### Signal wires on met1, run 1

Supply wires on this layer in gray.
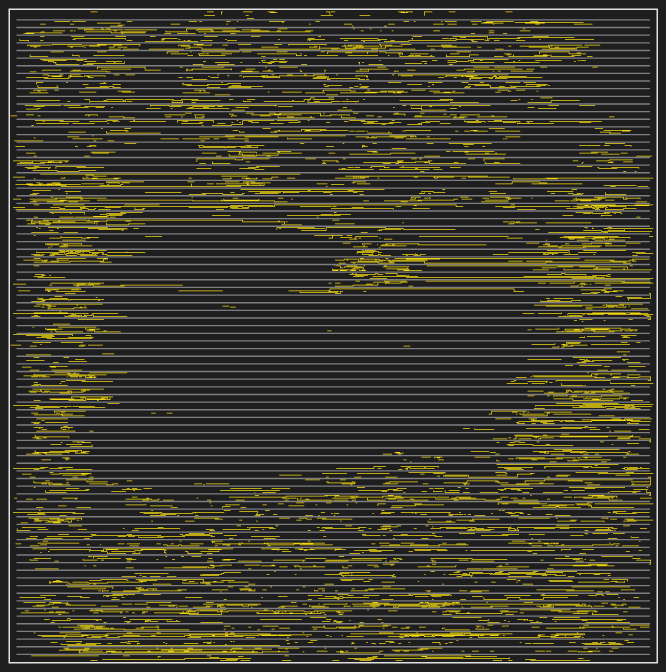
### The metal 4 layer, run 1

The bar under the picture is 50 um long. Supply wires on this layer in gray. Cells faint in the background.
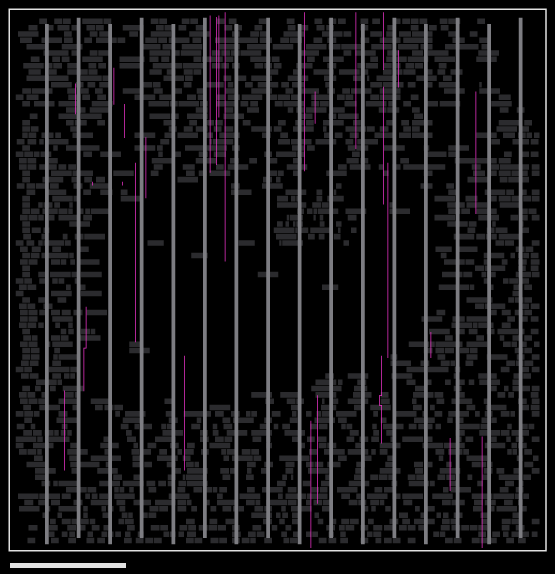
### Placed cells, one color a class, run 1

The bar under the picture is 50 um long. Fill, decap, tap and diode cells in gray.
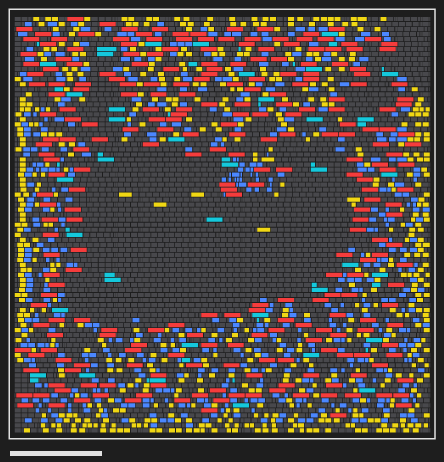
### Cell area per tile, run 1

23 x 23 tiles, from white (low) to dark blue (high), 0 to 100% covered.
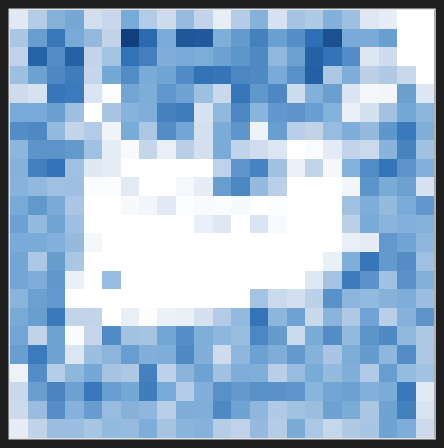
<file path="config.mk">
export PLATFORM = sky130hd
export DESIGN_NAME = bus_arbiter
export DESIGN_NICKNAME = d
export VERILOG_FILES = /design/src/rtl/bus_arbiter_pkg.sv /design/src/rtl/bus_arbiter_pick.sv /design/src/rtl/bus_arbiter.sv
export SDC_FILE = /design/constraint.sdc
export NUM_CORES = 1
export LEC_CHECK = 0
export CAP_MARGIN = 20
export CORE_AREA = 2 2 228 230
export DETAILED_ROUTE_END_ITERATION = 8
export DIE_AREA = 0 0 230 232
export PLACE_DENSITY = 0.53
export SKIP_CTS_REPAIR_TIMING = 1
export SYNTH_ARGS = -nofsm -noshare
export SYNTH_HDL_FRONTEND = slang
export SYNTH_SLANG_ARGS = --single-unit
</file>
<file path="constraint.sdc">
create_clock -name clk -period 4 [get_ports clk]
set_input_delay 0.8 -clock clk [delete_from_list [all_inputs] [get_ports clk]]
set_output_delay 0.8 -clock clk [all_outputs]
set_load 0.1 [all_outputs]
</file>
<file path="src/rtl/bus_arbiter_pkg.sv">
// rtl/bus_arbiter_pkg.sv - shared types and constants for the two-port bus arbiter
package bus_arbiter_pkg;

   // Transaction phases: wait for a request, drive the RAM, report completion
   typedef enum logic [1:0] {
      ST_IDLE   = 2'd0,
      ST_ACCESS = 2'd1,
      ST_RESP   = 2'd2
   } state_t;

   // Requester indices: fetch unit and load/store unit
   localparam logic PORT_FETCH = 1'b0;
   localparam logic PORT_LSU   = 1'b1;

   // Width of the RAM wait-cycle counter
   localparam int WAIT_W = 4;

endpackage

</file>
<file path="src/rtl/bus_arbiter_pick.sv">
// rtl/bus_arbiter_pick.sv - combinational grant selection between the two requesters
module bus_arbiter_pick
   import bus_arbiter_pkg::*;
(
   input  logic [1:0] req,
   input  logic       last,
   output logic       grant,
   output logic       grant_valid
);

   // A lone request wins outright; a tie goes to the port that was not granted last
   always_comb begin
      grant       = PORT_FETCH;
      grant_valid = |req;
      case (req)
         2'b01:   grant = PORT_FETCH;
         2'b10:   grant = PORT_LSU;
         2'b11:   grant = ~last;
         default: grant = PORT_FETCH;
      endcase
   end

endmodule

</file>
<file path="src/rtl/bus_arbiter.sv">
// rtl/bus_arbiter.sv - two-port RAM bus arbiter; BUS_ARBITER_RR_EN selects round-robin tie-break
module bus_arbiter
   import bus_arbiter_pkg::*;
#(
   parameter int WAIT_CYCLES = 1,
   parameter int ADDR_W      = 64,
   parameter int DATA_W      = 64
) (
   input  logic              clk,
   input  logic              reset,
   input  logic              p0_req,
   input  logic              p0_we,
   input  logic [ADDR_W-1:0] p0_addr,
   input  logic [DATA_W-1:0] p0_wdata,
   output logic [DATA_W-1:0] p0_rdata,
   output logic              p0_done,
   input  logic              p1_req,
   input  logic              p1_we,
   input  logic [ADDR_W-1:0] p1_addr,
   input  logic [DATA_W-1:0] p1_wdata,
   output logic [DATA_W-1:0] p1_rdata,
   output logic              p1_done,
   output logic              ram_cs,
   output logic              ram_we,
   output logic              ram_oe,
   output logic [ADDR_W-1:0] bus_addr,
   output logic [DATA_W-1:0] bus_wdata,
   output logic              bus_wdata_oe,
   input  logic [DATA_W-1:0] bus_rdata
);

   localparam logic [WAIT_W-1:0] LAST_CNT = WAIT_W'(WAIT_CYCLES - 1);

   state_t              state;
   state_t              state_nxt;
   logic [WAIT_W-1:0]   cnt;
   logic                grant_q;
   logic                we_q;
   logic [ADDR_W-1:0]   addr_q;
   logic [DATA_W-1:0]   wdata_q;
   logic [DATA_W-1:0]   rdata0_q;
   logic [DATA_W-1:0]   rdata1_q;
   logic                pick_grant;
   logic                pick_valid;
   logic                last_sel;
   logic                take;
   logic                last_access;

   // A new transaction starts whenever IDLE sees any request
   assign take        = (state == ST_IDLE) && pick_valid;
   assign last_access = (state == ST_ACCESS) && (cnt == LAST_CNT);

`ifdef BUS_ARBITER_RR_EN
   logic last_q;

   // Remember which port won the most recent grant so ties alternate
   always_ff @(posedge clk or negedge reset) begin
      if (!reset)
         last_q <= PORT_LSU;
      else if (take)
         last_q <= pick_grant;
   end

   assign last_sel = last_q;
`else
   // Pretending fetch was granted last makes every tie go to the load/store port
   assign last_sel = PORT_FETCH;
`endif

   bus_arbiter_pick u_pick (
      .req         ({p1_req, p0_req}),
      .last        (last_sel),
      .grant       (pick_grant),
      .grant_valid (pick_valid)
   );

   // State register
   always_ff @(posedge clk or negedge reset) begin
      if (!reset)
         state <= ST_IDLE;
      else
         state <= state_nxt;
   end

   // Next-state logic
   always_comb begin
      state_nxt = state;
      case (state)
         ST_IDLE:   if (pick_valid)  state_nxt = ST_ACCESS;
         ST_ACCESS: if (last_access) state_nxt = ST_RESP;
         ST_RESP:                    state_nxt = ST_IDLE;
         default:                    state_nxt = ST_IDLE;
      endcase
   end

   // Capture the winner's operands on grant so requester changes are ignored mid-transaction
   always_ff @(posedge clk or negedge reset) begin
      if (!reset) begin
         grant_q <= PORT_FETCH;
         we_q    <= 1'b0;
         addr_q  <= '0;
         wdata_q <= '0;
      end else if (take) begin
         grant_q <= pick_grant;
         we_q    <= pick_grant ? p1_we    : p0_we;
         addr_q  <= pick_grant ? p1_addr  : p0_addr;
         wdata_q <= pick_grant ? p1_wdata : p0_wdata;
      end
   end

   // Wait counter: cleared on grant, counts every ACCESS cycle
   always_ff @(posedge clk or negedge reset) begin
      if (!reset)
         cnt <= '0;
      else if (take)
         cnt <= '0;
      else if (state == ST_ACCESS)
         cnt <= cnt + 1'b1;
   end

   // Register read data on the final ACCESS cycle into the granted port's holding register
   always_ff @(posedge clk or negedge reset) begin
      if (!reset) begin
         rdata0_q <= '0;
         rdata1_q <= '0;
      end else if (last_access && !we_q) begin
         if (grant_q == PORT_LSU)
            rdata1_q <= bus_rdata;
         else
            rdata0_q <= bus_rdata;
      end
   end

   assign p0_rdata = rdata0_q;
   assign p1_rdata = rdata1_q;

   // Outputs: RAM strobes only in ACCESS, one done pulse for the granted port in RESP
   always_comb begin
      ram_cs       = 1'b0;
      ram_we       = 1'b0;
      ram_oe       = 1'b0;
      bus_addr     = '0;
      bus_wdata    = '0;
      bus_wdata_oe = 1'b0;
      p0_done      = 1'b0;
      p1_done      = 1'b0;
      case (state)
         ST_ACCESS: begin
            ram_cs       = 1'b1;
            ram_we       = we_q;
            ram_oe       = ~we_q;
            bus_addr     = addr_q;
            bus_wdata    = wdata_q;
            bus_wdata_oe = we_q;
         end
         ST_RESP: begin
            p0_done = (grant_q == PORT_FETCH);
            p1_done = (grant_q == PORT_LSU);
         end
         default: ;
      endcase
   end

endmodule

</file>
==> run_results.csv, run 1 <==
group,metric,value,unit
outcome,status,"finished clean",
logic_synthesis,top_area_share,52.7,%
final_layout,nNetsFinal,1773,
logic_synthesis,synth_cell_types,27,
cts,root_buffer,"clkbuf_16",
place,pre_cts_slack,1020,ps
critical_path,cp-start-kind,"flip-flop",
sta,min_period_over_period,86.8,%
critical_path,crit_end,"bus_wdata[60]",
sta,maxSlewHeadroom,28.3,%
place,io_buffers,587,
logic_synthesis,ys_ff,264,
critical_path,ff2ff_path_depth,6,
critical_path,r2r-end,"p0_rdata[13]$_DFFE_PN0P_",
global_routing,grt_start_max_net_pins,113,
critical_path,required,3200,ps
global_routing,grt_pass1_wl,62.6,mm
die,top_level_ports,588,
critical_path,path_class,"reg2out",
logic_synthesis,yosys.area.top_type,"dfrtp_1",
place,placed_area,18800,um2
logic_synthesis,synth_cells,870,
route,drt_pre_antenna_iters,4,
logic_synthesis,ys_area,12500,um2
sta,slew_viol_final,0,
sta,finalSetupTns,0,ps
cts,clock_sink_count,264,
cts,insertion_delay,530,ps
critical_path,crit_fanout,95,
job,warnings,31,
final_layout,syn2layout_area_growth,58.7,%
logic_synthesis,syn_nets,1198,
route,drt_iter0_markers,208,
cts,clkTransAtPathRegs,60,ps
sta,fin_skew,19.0,ps
cts,numCtsBuffers,35,
route,avgRoutedWirePerCell,19.8,um
final_layout,drive_gt1_share,40.2,%
die,dieArea,53400,um2
route,ant_nets,0,
final_layout,fin_cells,2150,
cts,clk_path_buf_depth,3,
sta,finalSetupViolCount,0,
critical_path,startpoint,"state[1]$_DFFE_PN0P_",
hold_path,hold_class,"in2async",
global_routing,grt_pass1_vias,9644,
logic_synthesis,synth_seq_share,52.7,%
place,globalplace.congestion,0.824,
sta,max_freq,288,MHz
logic_synthesis,avgSynthCellArea,14.4,um2
logic_synthesis,ys_cells,870,
sta,tightestPinTransition,1070,ps
place,dp.cells,2088,
sta,finalHoldViolCount,0,
sta,rsz0062_at_grt,"no",
global_routing,grt-ovfl-total,0,
critical_path,rrSetupSlack,1240,ps
critical_path,r2r-start,"cnt[0]$_DFFE_PN0P_",
-- 'Signal wires on met1' (at the start) --
The layer holds 39% of the routed length. The layer carries 16800 um of wire. The longest straight run is 92.5 um. The wires run mostly horizontal. 1552 nets have wire on it.
DR vias: 8990
M1 GR Usage: 18.0%
WL final: 42.7 mm

-- 'The metal 4 layer' (at the start) --
The longest straight run is 107 um. The layer holds 2.7% of the routed length. 15 nets have wire on it.

-- 'Placed cells, one color a class' (at the start) --
Blue stands for all other logic, cells 546, share of their area 29%. Red stands for flip-flops, cells 264, share of their area 35%. Yellow stands for other buffers and delay cells, cells 598, share of their area 30%. Cyan stands for clock drivers and dummy loads, cells 61, share of their area 6.0%.
Core Box Area: 50900 um2
FP Rows: 83
post-route cell area: 19900 um2

-- 'Cell area per tile' (at the start) --
The mean over all tiles is 36%. The densest ninth of the die: top middle. The emptiest ninth of the die: middle. 1.7% of the tiles are over 75% full.
Init Core Util: 24.6%
Final Core Density: 39.1%

==> run 1: cells by family (layout without fill, tap and decap cells) <==
| logic type | count (synthesis) | after routing | synth area share, % |
|---|---|---|---|
| other cells | 0 | 1 | 0 |
| flops | 264 | 264 | 52.7 |
| mux | 387 | 387 | 36.6 |
| simple gates | 146 | 146 | 7.22 |
| buf+inv | 63 | 662 | 2.89 |
| xor+xnor | 2 | 2 | 0.140 |
| compound gates | 6 | 6 | 0.289 |
| fa+ha+maj | 2 | 2 | 0.200 |
==> run 1: worst min path at each step <==
stage / startpoint / to / slack [ps] / depth (start not counted)
floorplan: addr_q[20]$_DFFE_PN0P_ / addr_q[20]$_DFFE_PN0P_ / 470 / 1
global placement: addr_q[24]$_DFFE_PN0P_ / addr_q[24]$_DFFE_PN0P_ / 480 / 1
detailed placement: addr_q[21]$_DFFE_PN0P_ / addr_q[21]$_DFFE_PN0P_ / 490 / 1
CTS: reset / p0_rdata[19]$_DFFE_PN0P_ / 330 / 1
global route: reset / p0_rdata[44]$_DFFE_PN0P_ / 370 / 1
finish: reset / p0_rdata[44]$_DFFE_PN0P_ / 290 / 1
==> run 1: area by class of cell <==
type                    count  area (um2)
diodes                      1        2.50
clock buffers              52        1040
clock inverters             9        93.8
fillers                  4944       31000
inverters                   3        12.5
multi-input cells         543        5580
flip-flops and latches    264        6610
well taps                 680         851
repair buffers            598        5700
==> run 1: critical path: stages (launching register included) <==
cell	delay (ps)
dfrtp_1	410
nand2b_1	280
clkinv_2	90
buf_4	700
and2_1	300
buf_4	310
==> run 1: registers in the layout, summed over array words and instances (netlist names) <==
signal and cells:
we_q 1, grant_q 1, wdata_q 64, p0_rdata 64, p1_rdata 64, cnt 4
addr_q 64, state 2
==> run 1: layout by cell type, fill, tap and decap left out, types with 2 or more instances in the layout <==
cell type / n
clkinv_2: 4
clkbuf_16: 36
buf_12: 6
buf_4: 139
dfrtp_1: 264
mux2_2: 327
inv_1: 2
o21ai_0: 3
nor3b_1: 2
nor2_1: 4
ha_1: 2
inv_6: 2
clkbuf_8: 8
clkinvlp_4: 2
clkbuf_1: 8
mux2_4: 60
and2_1: 129
xor2_1: 2
clkdlybuf4s50_1: 451
nand2_1: 4
==> run 1: cell usage after synthesis <==
library cell	number
o31ai_1	1
and3b_1	1
or4_1	1
nand3_1	1
buf_2	14
mux2_4	60
and2_1	129
o21ai_0	3
nand2b_1	1
dfrtp_1	264
buf_1	6
o21a_1	1
buf_6	1
clkbuf_1	32
nand4b_1	1
o22ai_1	1
nor3b_1	2
or3b_1	1
xor2_1	2
nand3b_1	1
buf_12	6
ha_1	2
nand2_1	4
inv_1	3
buf_4	1
nor2_1	4
mux2_2	327
==> run 1: layer usage <==
metal	vias up	global-route usage (%)	part of all wire, %
met5	-	0	0.028
met4	2	5.18	2.7
met3	67	3.81	6.1
met2	288	27.6	52
met1	4446	18.0	39
li1	4187	-	-
### Routing congestion, run 1

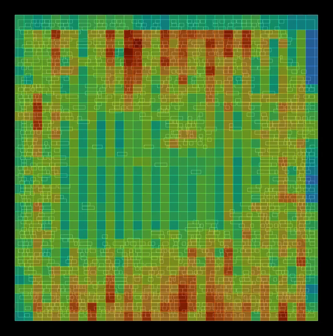

==> run 2, diff against run 1 <==
--- a/config.mk
+++ b/config.mk
@@ -6,10 +6,10 @@
 export NUM_CORES = 1
 export LEC_CHECK = 0
 export CAP_MARGIN = 20
-export CORE_AREA = 2 2 228 230
+export CORE_AREA = 4 4 224 226
 export DETAILED_ROUTE_END_ITERATION = 8
-export DIE_AREA = 0 0 230 232
-export PLACE_DENSITY = 0.53
+export DIE_AREA = 0 0 228 230
+export PLACE_DENSITY = 0.55
 export SKIP_CTS_REPAIR_TIMING = 1
 export SYNTH_ARGS = -nofsm -noshare
 export SYNTH_HDL_FRONTEND = slang
==> constraint.sdc (replaced) <==
create_clock -name clk -period 3.7 [get_ports clk]
set_input_delay 0.74 -clock clk [delete_from_list [all_inputs] [get_ports clk]]
set_output_delay 0.74 -clock clk [all_outputs]
set_load 0.1 [all_outputs]
### Routing congestion, run 2

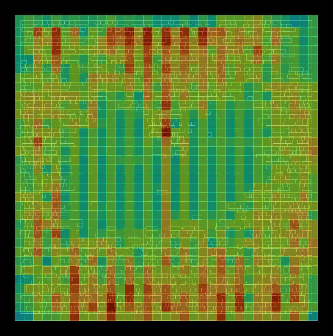
met3 global-route usage: 5.00%
all-layer global routing usage: 15.9%
GR peak layer: met2

==> run 2 against run 1 <==
Net effect: sequential share of layout area grew 0.092 points; sequential cell count is the same; utilization grew 1.9 points; worst setup slack got worse by 210 ps.
==> run_results.csv, run 2 <==
group,metric,value,unit
global_routing,grt-ovfl-total,0,
logic_synthesis,ys_top_cells_by_count,"327 x mux2_2, 264 x dfrtp_1, 129 x and2_1",
route,drt_pre_antenna_iters,4,
die,top_level_ports,588,
die,fp_util,25.9,%
final_layout,syn2layout_area_growth,58.2,%
critical_path,path_delay_family,"buffers and inverters",
die,dieArea,52400,um2
logic_synthesis,synthArstFlopShare,100,%
route,avgRoutedWirePerCell,20.5,um
logic_synthesis,syn_nets,1198,
sta,tightestPinTransition,1070,ps
cts,clock_sink_count,264,
final_layout,nNetsFinal,1775,
critical_path,crit_chain,"nand2b_1 > clkinv_2 > buf_4 > and2_1 > buf_4",
critical_path,cp-start-kind,"flip-flop",
outcome,status,"finished clean",
cts,clk_path_buf_depth,3,
global_routing,grt_pass1_wl,64.6,mm
logic_synthesis,ys_cells,870,
critical_path,worstPathBufferInverterCount,3,
sta,finalHoldViolCount,0,
final_layout,final_cell_mix,"451 x clkdlybuf4s50_1, 327 x mux2_2, 264 x dfrtp_1, 142 x buf_4, 129 x and2_1",
logic_synthesis,ys.flop_type,"dfrtp_1",
route,finalWirelength,43.0,mm
logic_synthesis,ys_ff,264,
critical_path,path_class,"reg2out",
sta,max_freq,296,MHz
logic_synthesis,ys_area,12500,um2
critical_path,cp_common_cell,"buf_4",
sta,slew_viol_final,0,
logic_synthesis,synth_cells,870,
sta,rsz0062_at_grt,"no",
place,globalplace.congestion,0.809,
logic_synthesis,yosys.area.top_type,"dfrtp_1",
logic_synthesis,edf_count,0,
final_layout,final_common_cell,"clkdlybuf4s50_1",
logic_synthesis,synth_cell_types,27,
critical_path,required,2960,ps
global_routing,grt_start_max_net_pins,93,
die,rows,81,
final_layout,drive_gt1_share,40.4,%
global_routing,grt_pass1_vias,10100,
route,ant_nets,0,
sta,finalSetupViolCount,0,
final_layout,final_util,41.0,%
sta,maxSlewHeadroom,28.1,%
route,vias,9073,
logic_synthesis,synth_seq_share,52.7,%
place,pre_cts_slack,832,ps
cts,root_buffer,"clkbuf_16",
sta,finalSetupTns,0,ps
cts,insertion_delay,530,ps
logic_synthesis,yosysMostFrequentCell,"mux2_2",
cts,numCtsBuffers,34,
sta,fin_skew,20.0,ps
die,core_area,48300,um2
sta,min_period_over_period,91.4,%
logic_synthesis,avgSynthCellArea,14.4,um2
critical_path,crit_fanout,92,
## run 2: routing by layer
layer | vias up | global-route usage, % | wire, um
met2 | 292 | 28.5 | 22500
met3 | 56 | 5.00 | 2930
met4 | 0 | 4.69 | 974
met1 | 4525 | 18.2 | 16600
met5 | - | 0 | 0
li1 | 4200 | - | -
## run 2: final cells by class
class	count	area [um2]
clock inverter	11	131
antenna	4	10.0
sequential	264	6610
clock buffer	47	991
multi-input combinational	543	5580
timing repair buffer	601	5730
tap	622	778
fill	4576	28500
inverter	3	12.5
## run 2: path summary, 6_finish.rpt
check,endpoint,slack (ps),depth (start not counted),start
min,p1_rdata[15]$_DFFE_PN0P_,190,1,reset
min in group clk,wdata_q[48]$_DFFE_PN0P_,490,1,wdata_q[48]$_DFFE_PN0P_
max reg2reg,p0_rdata[6]$_DFFE_PN0P_,1030,6,cnt[0]$_DFFE_PN0P_
max in group asynchronous,addr_q[31]$_DFFE_PN0P_,2630,2,reset
max,bus_wdata[17],320,5,state[1]$_DFFE_PN0P_
min reg2reg,wdata_q[48]$_DFFE_PN0P_,490,1,wdata_q[48]$_DFFE_PN0P_
## run 2: stage by stage
| step | cell area [um2] | cells | hold WS (ps) |
|---|---|---|---|
| final | 19800 | 2095 | 193 |
| after detailed placement | 18700 | 2033 | 487 |
| after floorplan | 12500 | 870 | 444 |
| after CTS | 19800 | 2091 | 213 |
| after global routing | 19800 | 2094 | 226 |
| after global placement | 18700 | 2033 | 480 |
## run 2: logic make-up (layout without fill, tap and decap cells)
| logic type | Yosys count | after routing | share of synthesized area (%) |
|---|---|---|---|
| fa+ha+maj | 2 | 2 | 0.200 |
| flops | 264 | 264 | 52.7 |
| mux | 387 | 387 | 36.6 |
| xor+xnor | 2 | 2 | 0.140 |
| other cells | 0 | 4 | 0 |
| buf+inv | 63 | 662 | 2.89 |
| simple gates | 146 | 146 | 7.22 |
| compound gates | 6 | 6 | 0.289 |
## run 2: worst reg2reg max path, cell delays in order, from the launching register on
cell and delay (ps):
dfrtp_1 400, inv_1 90, ha_1 160, or3b_1 370, or4_4 800, buf_4 420
mux2_4 320
